**Run 1: where the registers sit**

Scale: 12 px per um. Other sequential cells in the stronger grey, the rest of the logic in the fainter grey.
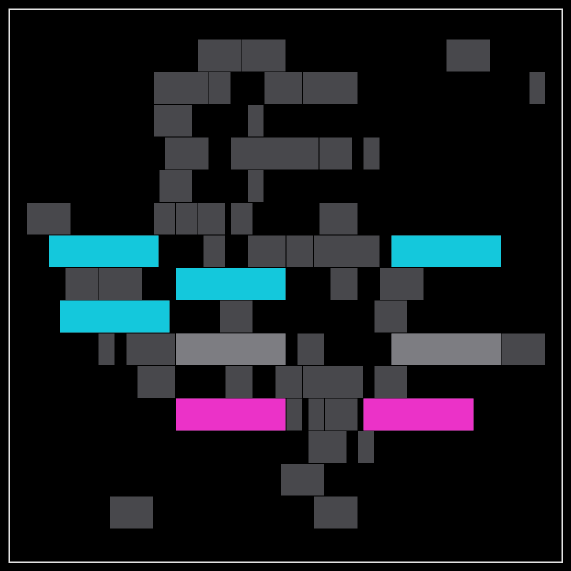
**Run 1: placed cells, one colour a class**

Scale: 6 px per um.
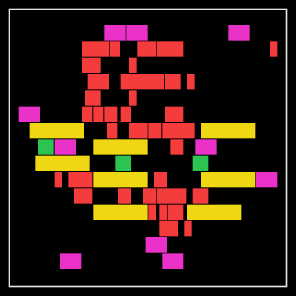
**Run 1: metal layers overlaid**

Scale: 8 px per um. Only two layers are drawn.
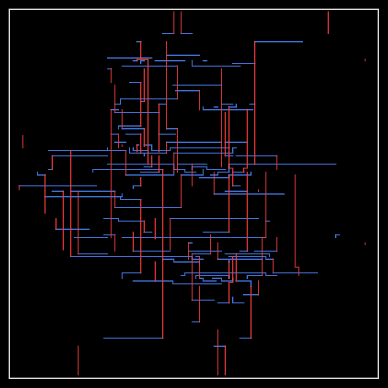
$ cat config.mk
export PLATFORM = sky130hd
export DESIGN_NAME = c3lib_avmm_pulse_accum
export DESIGN_NICKNAME = d
export VERILOG_FILES = /design/src/rtl/c3lib_avmm_pulse_accum.sv
export SDC_FILE = /design/constraint.sdc
export NUM_CORES = 1
export LEC_CHECK = 0
export CAP_MARGIN = 20
export CORE_MARGIN = 1
export CORE_UTILIZATION = 25
export DETAILED_ROUTE_END_ITERATION = 6
export MAX_ROUTING_LAYER = met4
export PLACE_DENSITY_LB_ADDON = 0.15
export RECOVER_POWER = 25
export SYNTH_ARGS = -nofsm -noshare
export SYNTH_HDL_FRONTEND = slang
export SYNTH_SLANG_ARGS = --single-unit
export TNS_END_PERCENT = 10
$ cat constraint.sdc
create_clock -name i_clk -period 7.3 [get_ports i_clk]
set_clock_uncertainty 0.1 [all_clocks]
set_input_delay 1.825 -clock i_clk [delete_from_list [all_inputs] [get_ports i_clk]]
set_output_delay 1.825 -clock i_clk [all_outputs]
set_load 0.03 [all_outputs]
$ cat src/rtl/c3lib_avmm_pulse_accum.sv
// Event accumulator that converts counted i_evt strobes into a pulse/ready handshake.
// Optional sticky overflow flag enabled by defining C3LIB_AVMM_PULSE_ACCUM_OVF_EN.
module c3lib_avmm_pulse_accum #(
    parameter int unsigned CNT_WIDTH = 4
) (
    input  logic                 i_clk,
    input  logic                 i_rstn,
    input  logic                 i_evt,
    input  logic                 i_next_pulse,
    input  logic                 i_flush,
    input  logic                 i_ovf_clr,
    output logic                 o_pulse,
    output logic [CNT_WIDTH-1:0] o_cnt,
    output logic                 o_busy,
    output logic                 o_ovf
);

    localparam logic [CNT_WIDTH-1:0] CntMax  = {CNT_WIDTH{1'b1}};
    localparam logic [CNT_WIDTH-1:0] CntOne  = {{(CNT_WIDTH-1){1'b0}}, 1'b1};
    localparam logic [CNT_WIDTH-1:0] CntZero = {CNT_WIDTH{1'b0}};

    typedef enum logic [1:0] {
        StIdle = 2'd0,
        StSend = 2'd1,
        StWait = 2'd2
    } state_e;

    state_e               state_q, state_d;
    logic [CNT_WIDTH-1:0] cnt_q, cnt_d;
    logic                 pulse_q;
    logic                 flushed_q, flushed_d;
    logic                 accept;
    logic                 dec;
    logic                 sat;

    always_comb begin
        state_d = state_q;
        unique case (state_q)
            StIdle: if (cnt_q != CntZero && i_next_pulse) state_d = StSend;
            StSend: if (!i_next_pulse) state_d = StWait;
            StWait: if (i_next_pulse) state_d = StIdle;
            default: state_d = StIdle;
        endcase
    end

    // A pulse whose event was flushed still completes its handshake but must not consume
    // any event that arrives after the flush.
    assign accept    = (state_q == StSend) && !i_next_pulse;
    assign dec       = accept && !flushed_q && (cnt_q != CntZero);
    assign sat       = i_evt && !i_flush && !dec && (cnt_q == CntMax);
    assign flushed_d = (state_d == StSend) && (i_flush || ((state_q == StSend) && flushed_q));

    always_comb begin
        cnt_d = cnt_q;
        if (i_flush) begin
            cnt_d = CntZero;
        end else if (i_evt && !dec && !sat) begin
            cnt_d = cnt_q + CntOne;
        end else if (dec && !i_evt) begin
            cnt_d = cnt_q - CntOne;
        end
    end

    always_ff @(posedge i_clk or negedge i_rstn) begin
        if (!i_rstn) begin
            state_q   <= StIdle;
            cnt_q     <= CntZero;
            pulse_q   <= 1'b0;
            flushed_q <= 1'b0;
        end else begin
            state_q   <= state_d;
            cnt_q     <= cnt_d;
            pulse_q   <= (state_d == StSend);
            flushed_q <= flushed_d;
        end
    end

`ifdef C3LIB_AVMM_PULSE_ACCUM_OVF_EN
    logic ovf_q;

    always_ff @(posedge i_clk or negedge i_rstn) begin
        if (!i_rstn) begin
            ovf_q <= 1'b0;
        end else if (sat) begin
            ovf_q <= 1'b1;
        end else if (i_ovf_clr) begin
            ovf_q <= 1'b0;
        end
    end

    assign o_ovf = ovf_q;
`else
    logic unused_ovf;
    assign unused_ovf = i_ovf_clr ^ sat;
    assign o_ovf      = 1'b0;
`endif

    assign o_pulse = pulse_q;
    assign o_cnt   = cnt_q;
    assign o_busy  = (cnt_q != CntZero) || (state_q != StIdle);

endmodule

==> impl_metrics.py, run 1 <==
# Physical implementation metrics
metrics = {
    "min_path": {
        "min_to": "o_pulse",
        "min_path_type": "register to register",
    },
    "yosys": {
        "synth_flops": 8,
        "ys_sh_adder_pct": 9.33,
        "top_cells_by_count": "dfrtp_1, inv_1, a21oi_1",
        "netlist_instances": 46,
        "top_area_cell": "dfrtp_1",
    },
    "setup_path": {
        "rrSetupSlack_ns": 4.44,
        "crit_buf_inv": 1,
        "crit_end": "o_cnt[3]",
        "crit_type": "input port to register",
        "cp-start-kind": "input port",
    },
    "power": {
        "seqPwrFrac_pct": 35.7,
        "p_leak_nw": 0.273,
        "p_sw_mw": 0.0741,
        "ir_drop_v": 0.000172,
        "powerComb_mw": 0.0891,
        "p_seq_mw": 0.0679,
        "clk-power_mw": 0.0333,
    },
    "place": {
        "portBuffers": 10,
        "dpl.cell_count": 79,
    },
    "layout": {
        "num-nonclk-inverters": 4,
        "nets": 68,
        "clk_share_pct": 3.61,
        "antenna_cells": 0,
    },
    "route": {
        "drtIter0Drc": 7,
        "drtAntennaViolNets": 0,
        "viasPerCell": 4.39,
    },
    "global_routing": {
        "met2_usage_pct": 12.7,
        "grt_max_degree": 11,
        "grt_pass1_wl_mm": 1.38,
    },
    "cts": {
        "cts_tree": "built",
        "htreeDepth": 1,
        "root_buffer": "clkbuf_4",
    },
    "die": {
        "die_h_um": 46.0,
    },
    "outcome": {
        "outcome": "finished, final reports clean",
    },
    "timing": {
        "finalSetupTns_ns": 0,
        "setup_violations": 0,
        "hold_violations": 0,
    },
}
## Picture notes: 'where the registers sit'
- cyan: `o_cnt` (placed flops 4)
- magenta: `state_q` (placed flops 2)
- not coloured: 2
flop share of the area: 32.1%
register area: 200 um2

## Picture notes: 'placed cells, one colour a class'
- magenta: remaining buffers and delay cells (cells 10; share of their area 17%)
- yellow: sequential cells (cells 8; share of their area 34%)
- green: clock drivers (cells 3; share of their area 3.8%)
- red: combinational and other logic (cells 36; share of their area 46%)
core area: 1760 um2
fin area: 624 um2
Rows: 15
Core Util, Final: 35.4%

## Picture notes: 'metal layers overlaid'
- blue: metal 1 (wire length 449 um)
- red: metal 2 (wire length 352 um)
GRT Util Overall: 10.3%
Routed WL: 865 um

**Run 1: placement view**

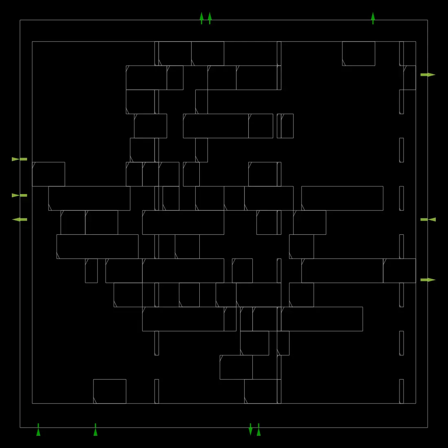

==> run 1 -> run 2 <==
Clock period 7.3 ns to 3.87 ns, I/O delays scaled along.
**Run 2: placement view**

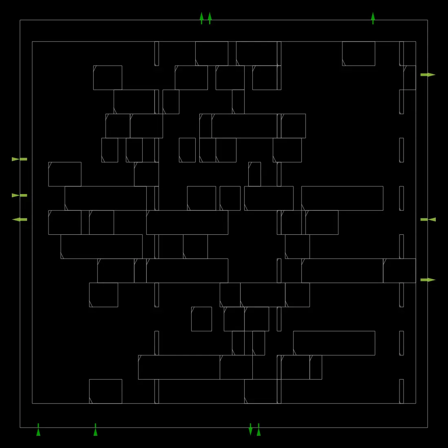
Core Util, Final: 36.2%
post-route insts no fill: 84
flop count: 8

==> run 2 against run 1 <==
Combinational power is 92% higher. Sequential power is about 90% higher. Final area is 2.4% higher. Core utilization is 0.85 points higher. Cell count is 2.4% higher. Via count is 1.1% higher. Sequential share of layout area is 0.75 points lower. Critical path type unchanged. Largest power group unchanged.
==> impl_metrics.py, run 2 <==
# Physical implementation metrics
metrics = {
    "cts": {
        "htreeDepth": 1,
        "cts_tree": "built",
        "post_cts_buffers": 0,
        "root_buffer": "clkbuf_4",
    },
    "power": {
        "p_sw_mw": 0.140,
        "clk-power_mw": 0.0623,
        "powerComb_mw": 0.171,
        "seqPwrFrac_pct": 35.6,
        "p_seq_mw": 0.129,
        "p_leak_nw": 0.282,
        "ir_drop_v": 0.000314,
    },
    "yosys": {
        "top_area_cell": "dfrtp_1",
        "top_cells_by_count": "dfrtp_1, inv_1, a21oi_1",
        "synth_flops": 8,
        "netlist_instances": 46,
        "synthTopCellsByArea": "dfrtp_1, ha_1, fa_1",
    },
    "timing": {
        "setup_violations": 0,
        "hold_violations": 0,
        "finalSetupTns_ns": 0,
    },
    "route": {
        "drtAntennaViolNets": 0,
        "drtIter0Drc": 3,
        "wl_met3_um": 43,
    },
    "min_path": {
        "min_to": "o_pulse",
        "min_path_type": "register to register",
    },
    "layout": {
        "antenna_cells": 0,
        "regArea_um2": 200,
        "fillers": 201,
        "nets": 70,
        "num-nonclk-inverters": 4,
        "clk_share_pct": 3.52,
    },
    "setup_path": {
        "crit_type": "input port to register",
        "cp-end-kind": "register",
        "rrSetupSlack_ns": 1.25,
        "crit_end": "o_cnt[3]",
        "crit_buf_inv": 1,
    },
    "die": {
        "row_count": 15,
        "core_um2": 1760,
        "fp_util_pct": 27.4,
    },
    "global_routing": {
        "grt_pass1_wl_mm": 1.48,
        "track_usage_pct": 10.9,
        "met2_usage_pct": 14.4,
        "grt_max_degree": 10,
    },
    "place": {
        "gp_congestion": 0.620,
        "dpl.cell_count": 81,
        "portBuffers": 10,
    },
    "outcome": {
        "outcome": "finished, final reports clean",
    },
}
**Run 2: placed cells, one colour a class**

Scale: 6 px per um.
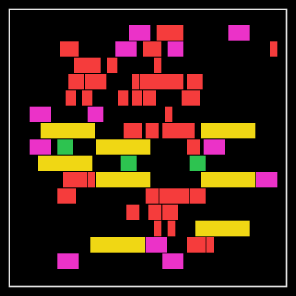
- green: clock drivers (cells 3; share of their area 3.7%)
- red: combinational and other logic (cells 36; share of their area 44%)
- magenta: remaining buffers and delay cells (cells 12; share of their area 19%)
- yellow: sequential cells (cells 8; share of their area 33%)
flop share of the area: 31.3%
fin area: 639 um2

Power is estimated from default activity; no workload was simulated.
